Run 1, clock nets:
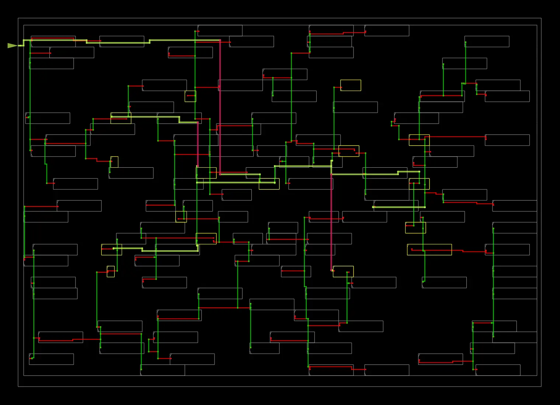
Run 1, metal layers overlaid:
Scale bar: 50 um.
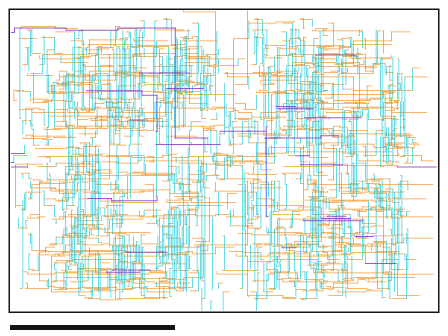
Run 1, pin map:
Pins as bars across the die edge, other pins in gray.
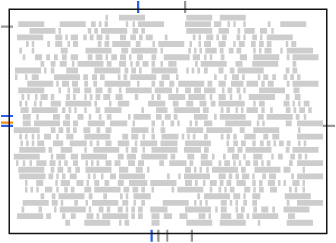
**src/rtl/key_speed_sel.sv**
```systemverilog
// key_speed_sel: debounced 4-key selector driving a one-hot blink speed step.
// Define KEY_SPEED_DBG_EN to add the KEY_DB debounced-pressed debug output.
module key_speed_sel #(
  parameter int DEBOUNCE_CYCLES = 1000000
) (
  input  logic       CLOCK_50,
  input  logic       RESET,
  input  logic [3:0] KEY,
  output logic [3:0] SPEED,
  output logic       SPEED_CHG
`ifdef KEY_SPEED_DBG_EN
  ,
  output logic [3:0] KEY_DB
`endif
);
  localparam int W = $clog2(DEBOUNCE_CYCLES) + 1;
  typedef enum logic [1:0] {
    RELEASED     = 2'b00,
    PRESS_WAIT   = 2'b01,
    PRESSED      = 2'b10,
    RELEASE_WAIT = 2'b11
  } key_state_t;
  logic [3:0] meta, sync, db, prev_db, press;
  key_state_t st [4];
  logic [W-1:0] cnt [4];
  // The state's upper bit encodes the debounced level (0 while pressed).
  for (genvar g = 0; g < 4; g++) begin : g_db
    assign db[g] = ~st[g][1];
  end
  assign press = prev_db & ~db;
`ifdef KEY_SPEED_DBG_EN
  assign KEY_DB = ~prev_db;
`endif
  always_ff @(posedge CLOCK_50) begin
    if (RESET) begin
      meta      <= 4'hF;
      sync      <= 4'hF;
      prev_db   <= 4'hF;
      SPEED     <= 4'b0001;
      SPEED_CHG <= 1'b0;
      for (int k = 0; k < 4; k++) begin
        st[k]  <= RELEASED;
        cnt[k] <= '0;
      end
    end else begin
      meta      <= KEY;
      sync      <= meta;
      prev_db   <= db;
      SPEED     <= press[0] ? 4'b0001 : press[1] ? 4'b0010 :
                   press[2] ? 4'b0100 : press[3] ? 4'b1000 : SPEED;
      SPEED_CHG <= |press;
      for (int k = 0; k < 4; k++) begin
        if (sync[k] == db[k]) begin
          cnt[k] <= '0;
          st[k]  <= db[k] ? RELEASED : PRESSED;
        end else if (cnt[k] == W'(DEBOUNCE_CYCLES - 1)) begin
          cnt[k] <= '0;
          st[k]  <= db[k] ? PRESSED : RELEASED;
        end else begin
          cnt[k] <= cnt[k] + 1'b1;
          st[k]  <= db[k] ? PRESS_WAIT : RELEASE_WAIT;
        end
      end
    end
  end
endmodule

```
**config.mk**
```make
export PLATFORM = sky130hd
export DESIGN_NAME = key_speed_sel
export DESIGN_NICKNAME = d
export VERILOG_FILES = /design/src/rtl/key_speed_sel.sv
export SDC_FILE = /design/constraint.sdc
export NUM_CORES = 1
export LEC_CHECK = 0
export CAP_MARGIN = 20
export CELL_PAD_IN_SITES_DETAIL_PLACEMENT = 1
export CELL_PAD_IN_SITES_GLOBAL_PLACEMENT = 1
export CORE_ASPECT_RATIO = 0.7
export CORE_UTILIZATION = 47
export CTS_BUF_LIST = sky130_fd_sc_hd__clkbuf_4 sky130_fd_sc_hd__clkbuf_8
export DETAILED_ROUTE_END_ITERATION = 12
export PLACE_DENSITY = 0.8
export SYNTH_ARGS = -nofsm -noshare
export SYNTH_HDL_FRONTEND = slang
export SYNTH_SLANG_ARGS = --single-unit
```
**constraint.sdc**
```tcl
create_clock -name CLOCK_50 -period 2.2 [get_ports CLOCK_50]
set_input_delay 0.44 -clock CLOCK_50 [delete_from_list [all_inputs] [get_ports CLOCK_50]]
set_output_delay 0.44 -clock CLOCK_50 [all_outputs]
set_load 0.02 [all_outputs]
```
==> impl_metrics.csv, run 1 <==
group,metric,value,unit
routing,dr.pass1.iters,4,
final_timing,finalSetupViolCount,0,
setup_path,cp-start-kind,"flop",
setup_path,reg2reg_depth,5,
cells_and_area,layout_top_cells,"edfxtp_1 (88), conb_1 (84), nor2_1 (67)",
logic_synthesis,yosys_warnings,0,
final_timing,hold_ws,0.412,ns
clocking,tritoncts,"done",
logic_synthesis,ys_chip_area,5380,um2
final_timing,max_slew_margin,0.671,
run_status,status,"finished clean",
run,warning_count,26,
cells_and_area,drive_gt1_frac,0.0952,
power,p_leak,2.18,nW
final_timing,max_freq,470,MHz
global_routing,antenna_found_initial,0,
final_timing,fin_tns_setup,0,ns
clocking,clock_path_buffers,2,
final_timing,drv_slew,0,
cells_and_area,insertedDiodeCount,0,
cells_and_area,nets,635,
logic_synthesis,ys_cells,520,
power,p_int,3.02,mW
global_routing,overflow,0,
global_routing,grt_pass1_wl,20.9,mm
logic_synthesis,async_reset_ff_frac,0,
power,p_sw,954,uW
Notes on 'clock nets' above:
clk_lat worst skew: 0.37 ns
skew final: 0.0143 ns
CTS buffer count: 9
P_clk: 1.26 mW
clock sink total: 105

Notes on 'metal layers overlaid' above:
legend:
  met2:
    color: cyan
    wire_length: 6360 um
  met3:
    color: purple
    wire_length: 368 um
  met1:
    color: orange
    wire_length: 5560 um
  met4:
    color: blue
    wire_length: 68.0 um
WL final: 12.4 mm
GRT Util Overall: 0.226
Routed WL per cell: 15.8 um
Via Count: 4186

Notes on 'pin map' above:
legend:
  `KEY`:
    color: blue
    pins: 4
    direction: input
    edge: 2 left, 1 top, 1 bottom
  `RESET`:
    color: orange
    pins: 1
    direction: input
    edge: left
all pins by edge: 4 left, 4 bottom, 2 top, 1 right
PortBufs: 10
Die Width: 130 um
die height: 91.5 um

==> run 1: power groups by stage <==
stage          sequential (mW)  clock (mW)  combinational [mW]
2_1_floorplan             2.41           0               0.205
3_3_place_gp              2.42           0               0.289
3_5_place_dp              2.44           0               0.305
4_1_cts                   2.39        1.30               0.310
5_1_grt                   2.41        1.37               0.361
6_report                  2.40        1.26               0.321
==> run 1: layout make-up <==
type                    instances  share of cell area
well taps                     153              0.0302
inverters                      16             0.00949
multi-input cells             464               0.416
repair buffers                 29              0.0403
clock inverters                 3             0.00633
clock buffers                  13              0.0263
flip-flops and latches        105               0.471
==> run 1: routing by layer <==
metal  vias to the layer above  wire (um)  share of wire  global-route usage
li1                       2043          -              -                   -
met1                      2081       5560           0.45               0.285
met2                        56       6360           0.51               0.401
met3                         6        368          0.030              0.0430
met4                         0         68         0.0055              0.0446
met5                         -          0              0                   0
==> run 1: worst paths after layout <==
check	from	end	slack (ns)
worst max-delay path	cnt[0][12]	cnt[0][14]	0.07
worst min-delay path	meta[0]	sync[0]	0.41
worst max register to register	cnt[0][12]	cnt[0][14]	0.07
worst min register to register	meta[0]	sync[0]	0.41
==> run 1: cell families after synthesis <==
logic type      Yosys count  synth area share
other cells               1          0.000697
xor+xnor                 53            0.0863
buf+inv                  34            0.0254
fa+ha+maj                 4           0.00930
compound gates           70            0.0744
flops                   105             0.555
simple gates            253             0.249
==> run 1: sequential cells by signal, indices dropped and copies added, names as in the netlist <==
name,flops
cnt,84
st,4
sync,4
SPEED,4
meta,4
prev_db,4
SPEED_CHG,1
==> run 1: worst register-to-register path, delay by kind of cell (launching register included) <==
family / cells / cell delay, ns
flops: 1 / 0.39
buf+inv: 1 / 0.18
compound gates: 2 / 0.25
simple gates: 2 / 1.06
==> run 1: metrics by stage <==
stage	instances	power (mW)	cell area, um2
after floorplan	603	2.61	5690
after global placement	764	2.71	6050
after detailed placement	764	2.74	6050
after CTS	780	4.01	6270
after global routing	783	4.14	6330
final	783	3.97	6330
==> run 1: timing repair <==
item	CTS	global route
setup endpoints to repair	11	43
pin swaps	0	2
resized	3	7
buffers inserted	0	3
==> run 1: cells in the mapped netlist (2+ instances only) <==
cell	number	area [um2]
edfxtp_1	88	2640
nor2_1	67	251
nand2_1	43	161
a21oi_1	30	150
xnor2_1	30	263
nand3_1	26	130
nand4_1	23	144
xor2_1	23	201
o21ai_0	21	105
or3_1	19	119
dfxtp_1	17	340
inv_1	16	60.1
clkbuf_1	15	56.3
or4_1	15	113
nor3_1	11	55.1
nor4_1	9	56.3
o31ai_1	9	67.6
and3_1	8	50.1
and4_1	8	70.1
or2_2	8	50.1
ha_1	4	50.1
nor4b_1	4	35.0
and2_1	2	12.5
buf_4	2	15.0
nand2b_1	2	12.5
nand4_2	2	25.0
nor3b_1	2	15.0
o21a_1	2	15.0
or4_4	2	22.5
==> run 1 -> run 2 <==
--- a/constraint.sdc
+++ b/constraint.sdc
@@ -3,2 +3,2 @@
 set_output_delay 0.44 -clock CLOCK_50 [all_outputs]
-set_load 0.02 [all_outputs]
+set_load 0.01 [all_outputs]
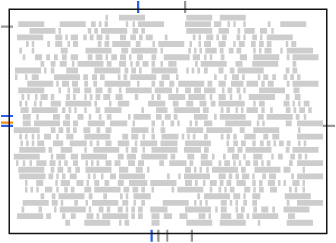
Run 2: pin map
Pins as bars across the die edge, other pins in gray.
legend:
  `RESET`:
    color: orange
    pins: 1
    direction: input
    edge: left
  `KEY`:
    color: blue
    pins: 4
    direction: input
    edge: 2 left, 1 top, 1 bottom

==> impl_metrics.csv, run 2 <==
group,metric,value,unit
final_timing,max_slew_margin,0.671,
routing,vias,4186,
global_routing,antenna_found_initial,0,
logic_synthesis,yosysTopAreaCell,"edfxtp_1",
final_timing,fin_tns_setup,0,ns
cells_and_area,nets,635,
final_timing,max_freq,470,MHz
power,p_leak,2.18,nW
clocking,numCtsBuffers,9,
global_routing,grt_pass1_wl,20.9,mm
cells_and_area,layout_top_cells,"edfxtp_1 (88), conb_1 (84), nor2_1 (67)",
final_timing,finalSetupViolCount,0,
logic_synthesis,top_cells_by_count,"edfxtp_1 (88), nor2_1 (67), nand2_1 (43), a21oi_1 (30), xnor2_1 (30)",
logic_synthesis,ys_cells,520,
floorplanning,die_h,91.5,um
place,portBuffers,10,
logic_synthesis,ys_chip_area,5380,um2
clocking,tritoncts,"done",
clocking,clock_path_buffers,2,
routing,dr.pass1.iters,4,
setup_path,r2r_slack,0.07,ns
logic_synthesis,top_area_frac,0.491,
run,warning_count,26,
cells_and_area,regMostFlops,"cnt",
logic_synthesis,top_cells_by_area,"edfxtp_1 (49%), dfxtp_1 (6.3%), xnor2_1 (4.9%), nor2_1 (4.7%), xor2_1 (3.7%)",
run_status,status,"finished clean",
clocking,clk_latency,0.37,ns
floorplanning,die_w,130,um
global_routing,grt_use_total,0.226,
cells_and_area,insertedDiodeCount,0,
power,p_sw,950,uW
cells_and_area,largest_reg_flops,84,
setup_path,cp-start-kind,"flop",
power,p_int,3.02,mW
final_timing,drv_slew,0,
routing,wire_per_inst,15.8,um
-- run 2: cell counts in the layout (fill, tap and decap cells not counted) --
No cell type changed its count.
-- run 2: cells by family (layout without fill, tap and decap cells) --
logic type	after synthesis	in the layout	share of synthesized area
other	1	84	0.000697
flip-flops	105	105	0.555
adder cells (fa/ha/maj)	4	4	0.00930
buffers and inverters	34	61	0.0254
AND/OR/NAND/NOR	253	253	0.249
XOR/XNOR	53	53	0.0863
AND-OR/OR-AND	70	70	0.0744
-- run 2: routing by layer --
| metal | part of all wire | GRT usage |
|---|---|---|
| met1 | 0.45 | 0.285 |
| met2 | 0.51 | 0.401 |
| met3 | 0.030 | 0.0430 |
| met4 | 0.0055 | 0.0446 |
| met5 | 0 | 0 |
-- run 2: final cells by class --
| type | count | share of cell area |
|---|---|---|
| inverters | 16 | 0.00949 |
| flip-flops and latches | 105 | 0.471 |
| clock inverters | 3 | 0.00633 |
| well taps | 153 | 0.0302 |
| multi-input cells | 464 | 0.416 |
| clock buffers | 13 | 0.0263 |
| repair buffers | 29 | 0.0403 |
-- run 2: worst paths after layout --
check / startpoint / to / cells past startpoint
max: cnt[0][12] / cnt[0][14] / 5
min reg2reg: meta[0] / sync[0] / 1
min: meta[0] / sync[0] / 1
max reg2reg: cnt[0][12] / cnt[0][14] / 5
-- run 2: repair_timing --
item	4_1_cts	5_1_grt
gates resized	3	7
pin swaps	0	2
endpoints found under the setup margin	11	43
buffers inserted	0	3
-- run 2: power groups by stage --
| stage | clock [mW] | combinational (mW) | sequential, mW |
|---|---|---|---|
| 2_1_floorplan | 0 | 0.205 | 2.40 |
| 3_3_place_gp | 0 | 0.285 | 2.42 |
| 3_5_place_dp | 0 | 0.300 | 2.44 |
| 4_1_cts | 1.30 | 0.306 | 2.39 |
| 5_1_grt | 1.37 | 0.357 | 2.41 |
| 6_report | 1.26 | 0.316 | 2.40 |
-- run 2: critical path: stages, from the launching register on --
cell	delay, ns
edfxtp_1	0.39
or4_1	0.53
or4_4	0.53
o21ai_2	0.19
buf_12	0.18
a21oi_1	0.05
-- run 2: per-stage QoR --
stage	instance area [um2]	instances	total power, mW	worst slack, ns
after floorplan	5690	603	2.61	0.101
after global placement	6050	764	2.71	0.0670
after detailed placement	6050	764	2.74	-0.00212
after CTS	6270	780	4.00	0.00922
after global routing	6330	783	4.14	-0.00676
final	6330	783	3.97	0.0737
Power is estimated from default activity; no workload was simulated.
